<file path="src/rtl/n1_sbus_rrarb_if.sv">
// N1 merged stack bus: arbiter-side signal bundle.
// Three initiator ports (ps, rs, dbg) and one pipelined Wishbone target port.
interface n1_sbus_rrarb_if #(
  parameter int SP_WIDTH = 12
);
  logic                sbus_cyc_o;
  logic                sbus_stb_o;
  logic                sbus_we_o;
  logic [SP_WIDTH-1:0] sbus_adr_o;
  logic [15:0]         sbus_dat_o;
  logic                sbus_tga_ps_o;
  logic                sbus_tga_rs_o;
  logic                sbus_tga_dbg_o;
  logic                sbus_ack_i;
  logic                sbus_err_i;
  logic                sbus_rty_i;
  logic                sbus_stall_i;
  logic [15:0]         sbus_dat_i;

  logic                ps_cyc_i;
  logic                ps_stb_i;
  logic                ps_we_i;
  logic [SP_WIDTH-1:0] ps_adr_i;
  logic [15:0]         ps_dat_i;
  logic                ps_ack_o;
  logic                ps_err_o;
  logic                ps_rty_o;
  logic                ps_stall_o;
  logic [15:0]         ps_dat_o;

  logic                rs_cyc_i;
  logic                rs_stb_i;
  logic                rs_we_i;
  logic [SP_WIDTH-1:0] rs_adr_i;
  logic [15:0]         rs_dat_i;
  logic                rs_ack_o;
  logic                rs_err_o;
  logic                rs_rty_o;
  logic                rs_stall_o;
  logic [15:0]         rs_dat_o;

  logic                dbg_cyc_i;
  logic                dbg_stb_i;
  logic                dbg_we_i;
  logic [SP_WIDTH-1:0] dbg_adr_i;
  logic [15:0]         dbg_dat_i;
  logic                dbg_ack_o;
  logic                dbg_err_o;
  logic                dbg_rty_o;
  logic                dbg_stall_o;
  logic [15:0]         dbg_dat_o;

  modport master (
    output sbus_cyc_o, sbus_stb_o, sbus_we_o,
    output sbus_adr_o, sbus_dat_o,
    output sbus_tga_ps_o, sbus_tga_rs_o,
    output sbus_tga_dbg_o,
    input  sbus_ack_i, sbus_err_i, sbus_rty_i,
    input  sbus_stall_i, sbus_dat_i,
    input  ps_cyc_i, ps_stb_i, ps_we_i,
    input  ps_adr_i, ps_dat_i,
    output ps_ack_o, ps_err_o, ps_rty_o,
    output ps_stall_o, ps_dat_o,
    input  rs_cyc_i, rs_stb_i, rs_we_i,
    input  rs_adr_i, rs_dat_i,
    output rs_ack_o, rs_err_o, rs_rty_o,
    output rs_stall_o, rs_dat_o,
    input  dbg_cyc_i, dbg_stb_i, dbg_we_i,
    input  dbg_adr_i, dbg_dat_i,
    output dbg_ack_o, dbg_err_o, dbg_rty_o,
    output dbg_stall_o, dbg_dat_o
  );

  modport slave (
    input  sbus_cyc_o, sbus_stb_o, sbus_we_o,
    input  sbus_adr_o, sbus_dat_o,
    input  sbus_tga_ps_o, sbus_tga_rs_o,
    input  sbus_tga_dbg_o,
    output sbus_ack_i, sbus_err_i, sbus_rty_i,
    output sbus_stall_i, sbus_dat_i,
    output ps_cyc_i, ps_stb_i, ps_we_i,
    output ps_adr_i, ps_dat_i,
    input  ps_ack_o, ps_err_o, ps_rty_o,
    input  ps_stall_o, ps_dat_o,
    output rs_cyc_i, rs_stb_i, rs_we_i,
    output rs_adr_i, rs_dat_i,
    input  rs_ack_o, rs_err_o, rs_rty_o,
    input  rs_stall_o, rs_dat_o,
    output dbg_cyc_i, dbg_stb_i, dbg_we_i,
    output dbg_adr_i, dbg_dat_i,
    input  dbg_ack_o, dbg_err_o, dbg_rty_o,
    input  dbg_stall_o, dbg_dat_o
  );
endinterface

</file>
<file path="src/rtl/n1_sbus_rrarb.sv">
// Three-way round-robin arbiter for the N1 merged stack bus.
// Burst cap throttles the owner's strobes while another initiator waits.
module n1_sbus_rrarb #(
  parameter int SP_WIDTH  = 12,
  parameter int MAX_BURST = 8
) (
  input  logic       clk_i,
  input  logic       sync_rst_i,
  n1_sbus_rrarb_if.master bus,
  output logic [1:0] prb_state_o,
  output logic [7:0] prb_burst_o
);

  typedef enum logic [1:0] {
    IDLE    = 2'd0,
    OWN_PS  = 2'd1,
    OWN_RS  = 2'd2,
    OWN_DBG = 2'd3
  } state_t;

  state_t state_q, state_d, last_q, win;
  logic [7:0] burst_q, burst_d;
  logic [3:0] outst_q, outst_d;

  logic                own_cyc;
  logic                own_stb;
  logic                own_we;
  logic [SP_WIDTH-1:0] own_adr;
  logic [15:0]         own_dat;
  logic                other_req;
  logic                throttle;
  logic                accept;
  logic                resp;
  logic                arb;
  logic                is_ps, is_rs, is_dbg;

  assign is_ps  = (state_q == OWN_PS);
  assign is_rs  = (state_q == OWN_RS);
  assign is_dbg = (state_q == OWN_DBG);

  always_comb begin
    own_cyc   = 1'b0;
    own_stb   = 1'b0;
    own_we    = 1'b0;
    own_adr   = '0;
    own_dat   = '0;
    other_req = 1'b0;
    unique case (1'b1)
      is_ps: begin
        own_cyc   = bus.ps_cyc_i;
        own_stb   = bus.ps_stb_i;
        own_we    = bus.ps_we_i;
        own_adr   = bus.ps_adr_i;
        own_dat   = bus.ps_dat_i;
        other_req = bus.rs_cyc_i | bus.dbg_cyc_i;
      end
      is_rs: begin
        own_cyc   = bus.rs_cyc_i;
        own_stb   = bus.rs_stb_i;
        own_we    = bus.rs_we_i;
        own_adr   = bus.rs_adr_i;
        own_dat   = bus.rs_dat_i;
        other_req = bus.ps_cyc_i | bus.dbg_cyc_i;
      end
      is_dbg: begin
        own_cyc   = bus.dbg_cyc_i;
        own_stb   = bus.dbg_stb_i;
        own_we    = bus.dbg_we_i;
        own_adr   = bus.dbg_adr_i;
        own_dat   = bus.dbg_dat_i;
        other_req = bus.ps_cyc_i | bus.rs_cyc_i;
      end
      default: ;
    endcase
  end

  // Search starts at the successor of the last owner.
  always_comb begin
    win = IDLE;
    unique case (last_q)
      OWN_PS: begin
        if (bus.rs_cyc_i)       win = OWN_RS;
        else if (bus.dbg_cyc_i) win = OWN_DBG;
        else if (bus.ps_cyc_i)  win = OWN_PS;
      end
      OWN_RS: begin
        if (bus.dbg_cyc_i)      win = OWN_DBG;
        else if (bus.ps_cyc_i)  win = OWN_PS;
        else if (bus.rs_cyc_i)  win = OWN_RS;
      end
      default: begin
        if (bus.ps_cyc_i)       win = OWN_PS;
        else if (bus.rs_cyc_i)  win = OWN_RS;
        else if (bus.dbg_cyc_i) win = OWN_DBG;
      end
    endcase
  end

  assign throttle = (burst_q >= 8'(MAX_BURST)) & other_req;
  assign arb      = (state_q == IDLE) | ~own_cyc;
  assign state_d  = arb ? win : state_q;

  assign bus.sbus_cyc_o     = own_cyc;
  assign bus.sbus_stb_o     = own_cyc & own_stb & ~throttle;
  assign bus.sbus_we_o      = own_we;
  assign bus.sbus_adr_o     = own_adr;
  assign bus.sbus_dat_o     = own_dat;
  assign bus.sbus_tga_ps_o  = is_ps;
  assign bus.sbus_tga_rs_o  = is_rs;
  assign bus.sbus_tga_dbg_o = is_dbg;

  assign bus.ps_stall_o  = is_ps ? (bus.sbus_stall_i | throttle) : 1'b1;
  assign bus.rs_stall_o  = is_rs ? (bus.sbus_stall_i | throttle) : 1'b1;
  assign bus.dbg_stall_o = is_dbg ? (bus.sbus_stall_i | throttle) : 1'b1;

  assign bus.ps_ack_o  = is_ps & bus.sbus_ack_i;
  assign bus.ps_err_o  = is_ps & bus.sbus_err_i;
  assign bus.ps_rty_o  = is_ps & bus.sbus_rty_i;
  assign bus.rs_ack_o  = is_rs & bus.sbus_ack_i;
  assign bus.rs_err_o  = is_rs & bus.sbus_err_i;
  assign bus.rs_rty_o  = is_rs & bus.sbus_rty_i;
  assign bus.dbg_ack_o = is_dbg & bus.sbus_ack_i;
  assign bus.dbg_err_o = is_dbg & bus.sbus_err_i;
  assign bus.dbg_rty_o = is_dbg & bus.sbus_rty_i;

  assign bus.ps_dat_o  = bus.sbus_dat_i;
  assign bus.rs_dat_o  = bus.sbus_dat_i;
  assign bus.dbg_dat_o = bus.sbus_dat_i;

  assign accept = bus.sbus_stb_o & ~bus.sbus_stall_i;
  assign resp   = bus.sbus_ack_i | bus.sbus_err_i
                | bus.sbus_rty_i;

  // Ownership change wipes both counters, even with acks still owed.
  always_comb begin
    burst_d = burst_q;
    outst_d = outst_q;
    if (state_d != state_q) begin
      burst_d = '0;
      outst_d = '0;
    end else begin
      if (accept && burst_q != 8'hff)
        burst_d = burst_q + 8'd1;
      if (accept && !resp)
        outst_d = outst_q + 4'd1;
      else if (!accept && resp && outst_q != '0)
        outst_d = outst_q - 4'd1;
    end
  end

  always_ff @(posedge clk_i) begin
    if (!sync_rst_i) begin
      state_q <= IDLE;
      last_q  <= OWN_DBG;
      burst_q <= '0;
      outst_q <= '0;
    end else begin
      state_q <= state_d;
      burst_q <= burst_d;
      outst_q <= outst_d;
      if (state_d != IDLE && state_d != state_q)
        last_q <= state_d;
    end
  end

  assign prb_state_o = state_q;
  assign prb_burst_o = burst_q;

endmodule
</file>
<file path="src/flat_wrapper.sv">
// flat-port wrapper written by rule: the top's interface ports become plain ports
module n1_sbus_rrarb_flat 
#(
  parameter int SP_WIDTH  = 12,
  parameter int MAX_BURST = 8
)
  (clk_i, sync_rst_i, prb_state_o, prb_burst_o, bus_sbus_cyc_o, bus_sbus_stb_o, bus_sbus_we_o, bus_sbus_adr_o, bus_sbus_dat_o, bus_sbus_tga_ps_o, bus_sbus_tga_rs_o, bus_sbus_tga_dbg_o, bus_sbus_ack_i, bus_sbus_err_i, bus_sbus_rty_i, bus_sbus_stall_i, bus_sbus_dat_i, bus_ps_cyc_i, bus_ps_stb_i, bus_ps_we_i, bus_ps_adr_i, bus_ps_dat_i, bus_ps_ack_o, bus_ps_err_o, bus_ps_rty_o, bus_ps_stall_o, bus_ps_dat_o, bus_rs_cyc_i, bus_rs_stb_i, bus_rs_we_i, bus_rs_adr_i, bus_rs_dat_i, bus_rs_ack_o, bus_rs_err_o, bus_rs_rty_o, bus_rs_stall_o, bus_rs_dat_o, bus_dbg_cyc_i, bus_dbg_stb_i, bus_dbg_we_i, bus_dbg_adr_i, bus_dbg_dat_i, bus_dbg_ack_o, bus_dbg_err_o, bus_dbg_rty_o, bus_dbg_stall_o, bus_dbg_dat_o);
  n1_sbus_rrarb_if #(.SP_WIDTH(SP_WIDTH)) bus_i ();
  input  logic clk_i;
  input  logic sync_rst_i;
  output logic [1:0] prb_state_o;
  output logic [7:0] prb_burst_o;
  output wire logic [$bits(bus_i.sbus_cyc_o)-1:0] bus_sbus_cyc_o;
  output wire logic [$bits(bus_i.sbus_stb_o)-1:0] bus_sbus_stb_o;
  output wire logic [$bits(bus_i.sbus_we_o)-1:0] bus_sbus_we_o;
  output wire logic [$bits(bus_i.sbus_adr_o)-1:0] bus_sbus_adr_o;
  output wire logic [$bits(bus_i.sbus_dat_o)-1:0] bus_sbus_dat_o;
  output wire logic [$bits(bus_i.sbus_tga_ps_o)-1:0] bus_sbus_tga_ps_o;
  output wire logic [$bits(bus_i.sbus_tga_rs_o)-1:0] bus_sbus_tga_rs_o;
  output wire logic [$bits(bus_i.sbus_tga_dbg_o)-1:0] bus_sbus_tga_dbg_o;
  input wire logic [$bits(bus_i.sbus_ack_i)-1:0] bus_sbus_ack_i;
  input wire logic [$bits(bus_i.sbus_err_i)-1:0] bus_sbus_err_i;
  input wire logic [$bits(bus_i.sbus_rty_i)-1:0] bus_sbus_rty_i;
  input wire logic [$bits(bus_i.sbus_stall_i)-1:0] bus_sbus_stall_i;
  input wire logic [$bits(bus_i.sbus_dat_i)-1:0] bus_sbus_dat_i;
  input wire logic [$bits(bus_i.ps_cyc_i)-1:0] bus_ps_cyc_i;
  input wire logic [$bits(bus_i.ps_stb_i)-1:0] bus_ps_stb_i;
  input wire logic [$bits(bus_i.ps_we_i)-1:0] bus_ps_we_i;
  input wire logic [$bits(bus_i.ps_adr_i)-1:0] bus_ps_adr_i;
  input wire logic [$bits(bus_i.ps_dat_i)-1:0] bus_ps_dat_i;
  output wire logic [$bits(bus_i.ps_ack_o)-1:0] bus_ps_ack_o;
  output wire logic [$bits(bus_i.ps_err_o)-1:0] bus_ps_err_o;
  output wire logic [$bits(bus_i.ps_rty_o)-1:0] bus_ps_rty_o;
  output wire logic [$bits(bus_i.ps_stall_o)-1:0] bus_ps_stall_o;
  output wire logic [$bits(bus_i.ps_dat_o)-1:0] bus_ps_dat_o;
  input wire logic [$bits(bus_i.rs_cyc_i)-1:0] bus_rs_cyc_i;
  input wire logic [$bits(bus_i.rs_stb_i)-1:0] bus_rs_stb_i;
  input wire logic [$bits(bus_i.rs_we_i)-1:0] bus_rs_we_i;
  input wire logic [$bits(bus_i.rs_adr_i)-1:0] bus_rs_adr_i;
  input wire logic [$bits(bus_i.rs_dat_i)-1:0] bus_rs_dat_i;
  output wire logic [$bits(bus_i.rs_ack_o)-1:0] bus_rs_ack_o;
  output wire logic [$bits(bus_i.rs_err_o)-1:0] bus_rs_err_o;
  output wire logic [$bits(bus_i.rs_rty_o)-1:0] bus_rs_rty_o;
  output wire logic [$bits(bus_i.rs_stall_o)-1:0] bus_rs_stall_o;
  output wire logic [$bits(bus_i.rs_dat_o)-1:0] bus_rs_dat_o;
  input wire logic [$bits(bus_i.dbg_cyc_i)-1:0] bus_dbg_cyc_i;
  input wire logic [$bits(bus_i.dbg_stb_i)-1:0] bus_dbg_stb_i;
  input wire logic [$bits(bus_i.dbg_we_i)-1:0] bus_dbg_we_i;
  input wire logic [$bits(bus_i.dbg_adr_i)-1:0] bus_dbg_adr_i;
  input wire logic [$bits(bus_i.dbg_dat_i)-1:0] bus_dbg_dat_i;
  output wire logic [$bits(bus_i.dbg_ack_o)-1:0] bus_dbg_ack_o;
  output wire logic [$bits(bus_i.dbg_err_o)-1:0] bus_dbg_err_o;
  output wire logic [$bits(bus_i.dbg_rty_o)-1:0] bus_dbg_rty_o;
  output wire logic [$bits(bus_i.dbg_stall_o)-1:0] bus_dbg_stall_o;
  output wire logic [$bits(bus_i.dbg_dat_o)-1:0] bus_dbg_dat_o;
  assign bus_sbus_cyc_o = bus_i.sbus_cyc_o;
  assign bus_sbus_stb_o = bus_i.sbus_stb_o;
  assign bus_sbus_we_o = bus_i.sbus_we_o;
  assign bus_sbus_adr_o = bus_i.sbus_adr_o;
  assign bus_sbus_dat_o = bus_i.sbus_dat_o;
  assign bus_sbus_tga_ps_o = bus_i.sbus_tga_ps_o;
  assign bus_sbus_tga_rs_o = bus_i.sbus_tga_rs_o;
  assign bus_sbus_tga_dbg_o = bus_i.sbus_tga_dbg_o;
  assign bus_i.sbus_ack_i = bus_sbus_ack_i;
  assign bus_i.sbus_err_i = bus_sbus_err_i;
  assign bus_i.sbus_rty_i = bus_sbus_rty_i;
  assign bus_i.sbus_stall_i = bus_sbus_stall_i;
  assign bus_i.sbus_dat_i = bus_sbus_dat_i;
  assign bus_i.ps_cyc_i = bus_ps_cyc_i;
  assign bus_i.ps_stb_i = bus_ps_stb_i;
  assign bus_i.ps_we_i = bus_ps_we_i;
  assign bus_i.ps_adr_i = bus_ps_adr_i;
  assign bus_i.ps_dat_i = bus_ps_dat_i;
  assign bus_ps_ack_o = bus_i.ps_ack_o;
  assign bus_ps_err_o = bus_i.ps_err_o;
  assign bus_ps_rty_o = bus_i.ps_rty_o;
  assign bus_ps_stall_o = bus_i.ps_stall_o;
  assign bus_ps_dat_o = bus_i.ps_dat_o;
  assign bus_i.rs_cyc_i = bus_rs_cyc_i;
  assign bus_i.rs_stb_i = bus_rs_stb_i;
  assign bus_i.rs_we_i = bus_rs_we_i;
  assign bus_i.rs_adr_i = bus_rs_adr_i;
  assign bus_i.rs_dat_i = bus_rs_dat_i;
  assign bus_rs_ack_o = bus_i.rs_ack_o;
  assign bus_rs_err_o = bus_i.rs_err_o;
  assign bus_rs_rty_o = bus_i.rs_rty_o;
  assign bus_rs_stall_o = bus_i.rs_stall_o;
  assign bus_rs_dat_o = bus_i.rs_dat_o;
  assign bus_i.dbg_cyc_i = bus_dbg_cyc_i;
  assign bus_i.dbg_stb_i = bus_dbg_stb_i;
  assign bus_i.dbg_we_i = bus_dbg_we_i;
  assign bus_i.dbg_adr_i = bus_dbg_adr_i;
  assign bus_i.dbg_dat_i = bus_dbg_dat_i;
  assign bus_dbg_ack_o = bus_i.dbg_ack_o;
  assign bus_dbg_err_o = bus_i.dbg_err_o;
  assign bus_dbg_rty_o = bus_i.dbg_rty_o;
  assign bus_dbg_stall_o = bus_i.dbg_stall_o;
  assign bus_dbg_dat_o = bus_i.dbg_dat_o;
  n1_sbus_rrarb #(.SP_WIDTH(SP_WIDTH), .MAX_BURST(MAX_BURST)) u_core (.clk_i(clk_i), .sync_rst_i(sync_rst_i), .bus(bus_i), .prb_state_o(prb_state_o), .prb_burst_o(prb_burst_o));
endmodule
</file>
<file path="config.mk">
export PLATFORM = sky130hd
export DESIGN_NAME = n1_sbus_rrarb_flat
export DESIGN_NICKNAME = d
export VERILOG_FILES = /design/src/rtl/n1_sbus_rrarb_if.sv /design/src/rtl/n1_sbus_rrarb.sv /design/src/flat_wrapper.sv
export SDC_FILE = /design/constraint.sdc
export NUM_CORES = 1
export LEC_CHECK = 0
export CAP_MARGIN = 30
export CORE_MARGIN = 5
export CORE_UTILIZATION = 29
export DETAILED_ROUTE_END_ITERATION = 12
export HOLD_SLACK_MARGIN = 0.15
export PLACE_DENSITY = 0.83
export SETUP_SLACK_MARGIN = 0.05
export SYNTH_ARGS = -nofsm -noshare
export SYNTH_HDL_FRONTEND = slang
export SYNTH_SLANG_ARGS = --single-unit
</file>
<file path="constraint.sdc">
create_clock -name clk_i -period 3.3 [get_ports clk_i]
set_clock_uncertainty 0.1 [all_clocks]
set_input_delay 0.99 -clock clk_i [delete_from_list [all_inputs] [get_ports clk_i]]
set_output_delay 0.99 -clock clk_i [all_outputs]
set_load 0.03 [all_outputs]
</file>
==> flow_summary.toml <==
# synthesis and place-and-route metrics
[pwr]
peakVddDrop_v = 0.000319
p_leak_nw = 1.41
swShare_pct = 49.7
p_comb_mw = 1.80
powerDensity_nw_per_um2 = 645
clockPowerShare_pct = 7.4
power.internal_mw = 1.09
pwr-share-comb_pct = 82.8
power.group.top = "combinational logic"
p_switching_mw = 1.08
pg_seq_mw = 0.212
p_total_mw = 2.17

[setup_path]
cpPeakStageDelay_ns = 0.30
reg2reg_depth = 8
cp_slowest_cell = "mux2_1"
r2r_start = "u_core.last_q[0]$_SDFFE_PN1P_"
crit_start = "bus_ps_cyc_i"
critPathCaptureType = "primary output"
arrival_ns = 2.12
worst-path-buf-inv = 3
reg2reg_to = "u_core.prb_burst_o[4]$_SDFFE_PP0P_"
cp-endpoint = "bus_sbus_cyc_o"
cp.depth = 5
r2r_slack_ns = 0.93
crit_type = "input pin to primary output"
start_kind = "input pin"
crit_chain = "dlygate4sd2_1, mux2_1, a22o_2, buf_4, buf_4"

[timing]
finalCritPeriodShare_pct = 97.3
setup_ws_ns = 0.0877
worstMarginPinSlew_ns = 0.360
hold_viol = 0
max-slew-margin-rel_pct = 76.0
fin_tns_setup_ns = 0
finalSetupViolCount = 0
hold_ws_ns = 0.420

[yosys]
xor_area_share_pct = 1.73
async_reset_ff_share_pct = 0
ff_type = "dfxtp_1"
edf_count = 0
ys_warn_count = 0
fa_ha_area_share_pct = 2.48
yosysCellCount = 250
mux_share_pct = 19.5
avgSynthCellArea_sq_um = 8.08
synth_cell_types = 46
fp_nets = 369
ys_sh_simple_pct = 18.9
netlist_area_sq_um = 2020
top_cells_by_count = "buf_4 (50), a22o_1 (31), mux2_2 (29), dfxtp_1 (12)"
synthTopCellsByArea = "buf_4 (19%), mux2_2 (16%), a22o_1 (13%), dfxtp_1 (12%), and3_1 (2.8%)"
compound_area_share_pct = 22.1
yosysTopAreaCell = "buf_4"
synth.most_common_cell = "buf_4"
yosysSeqAreaShare_pct = 11.9

[route]
routed_wl_microns = 7150
drc = 0
drtIter0Drc = 140
antenna_left = 0
drtPass1Iterations = 4
top_layer_used = "met5"
via_per_inst = 4.85

[cells_and_area]
comb_area_share_pct = 39.8
logic_area_sq_um = 1340
design_area_sq_um = 3360
nonClkBufAreaFrac_pct = 46.7
seq_share_pct = 7.21
nNonClkBuffers = 166
clkCellAreaFrac_pct = 1.64
n_fill_cell = 634
inverters = 10
dominant_cells = "buffers"
drive_gt1_share_pct = 30.1
utilization_pct = 49.5
ff_latch_area_sq_um = 243
layout.nets = 475
layout.cells.most_common = "clkdlybuf4s50_1"
logic_gates = 163
lay_top_cells = "clkdlybuf4s50_1 (105), buf_4 (50), a22o_1 (30)"
diodes = 0

[grt]
met3_usage_pct = 4.91
grt.met1_usage_pct = 15.3
grt_max_degree = 35
grt_pass1_vias = 2227
grt_pass1_wl_microns = 10600
busiest_layer = "met2"

[placed_design]
dp_hpwl_microns = 6010
place_inst = 447
io_buffers = 154

[floorplanning]
ios = 219
die_w_microns = 93.5
fp.dieH_microns = 93.5
tap_cells = 96
rows = 30
core_area_sq_um = 6790

[flow_run]
warning_count = 30
cap_violations = 0

[min_path]
holdCritPathClass = "flop to flop"
hp-start = "u_core.last_q[1]$_SDFFE_PN1P_"
min_path_cells = 2

[outcome]
status = "finished, final reports clean"

[clock_tree]
clockBufferDepth = 2
tritoncts = "done"
postCtsHoldBufs = 0
htree_levels = 1
**Placement by cell class**

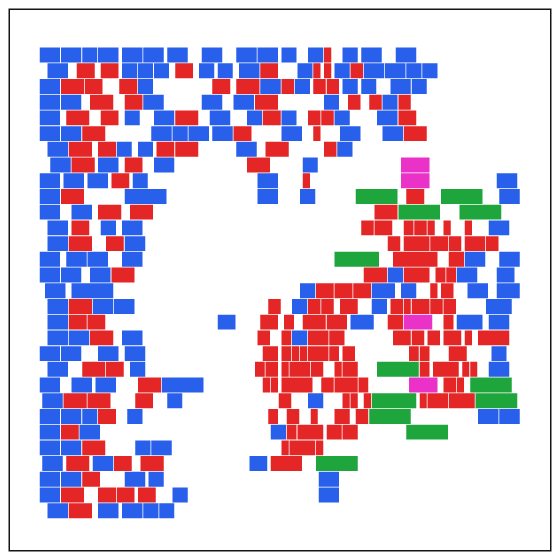
color	class	cells	share of their area
green	flops	12	7.5%
magenta	clock drivers and dummy loads	4	1.7%
red	all other logic	173	42%
blue	other buffers and delay cells	166	48%

**Routed clock nets over the placement**

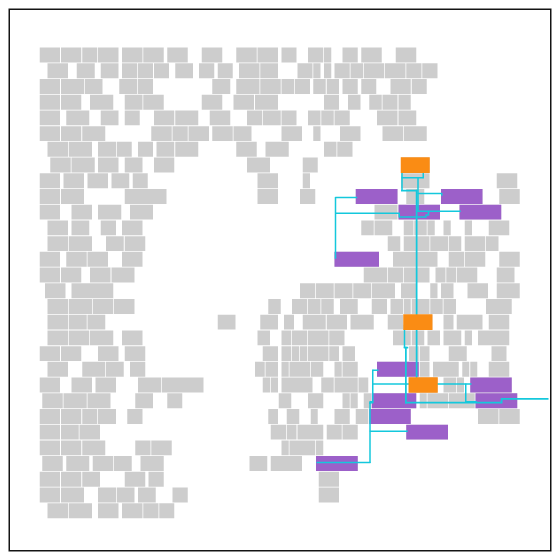
[cyan] clock wires | length: 194 microns
[purple] flip-flops | count: 12
[orange] cells driving clock nets | count: 3
routed clock nets	4

**Drive-strength map**

Scale bar: 20 microns.
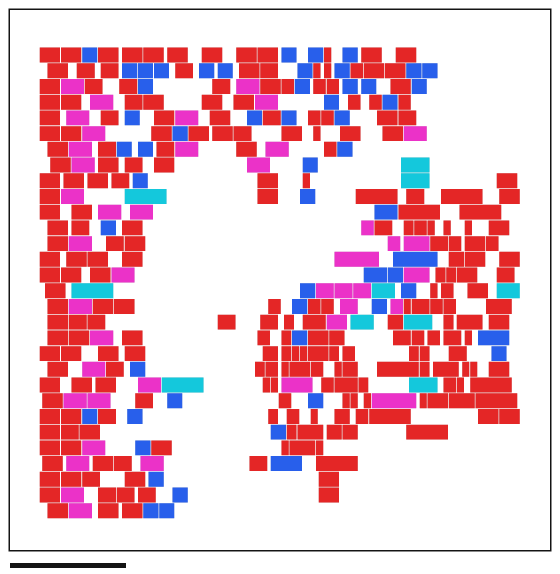
color	size	cells	share
red	drive 1 or less	248	70%
blue	drive 3 to 4	55	15%
cyan	drive 6 and up	10	2.8%
magenta	drive 2	42	12%

**Clock wiring as the flow saved it**

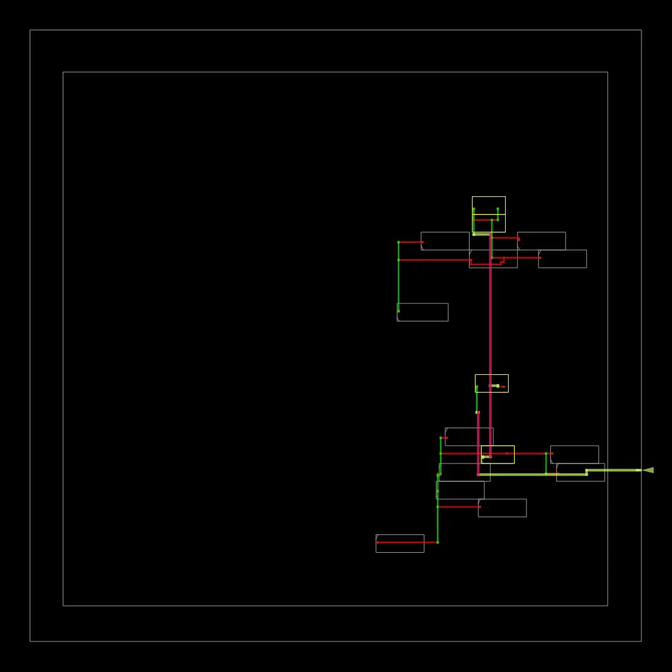
CTS buffer count: 3
Flops: 12
clock network power: 0.161 mW
Clk Latency, worst-skew pair: 0.24 ns

**Sequential cells colored by netlist name**

Scale bar: 20 microns.
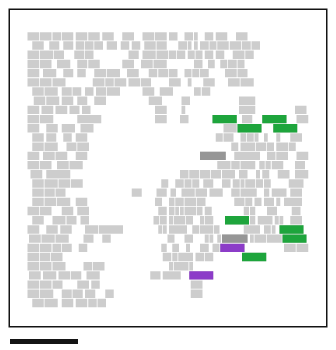
color	signal	placed flops
green	u_core.prb_burst_o	8
purple	u_core.last_q	2
not colored	2

No activity file was given, so power comes from the tool's default toggle rates.
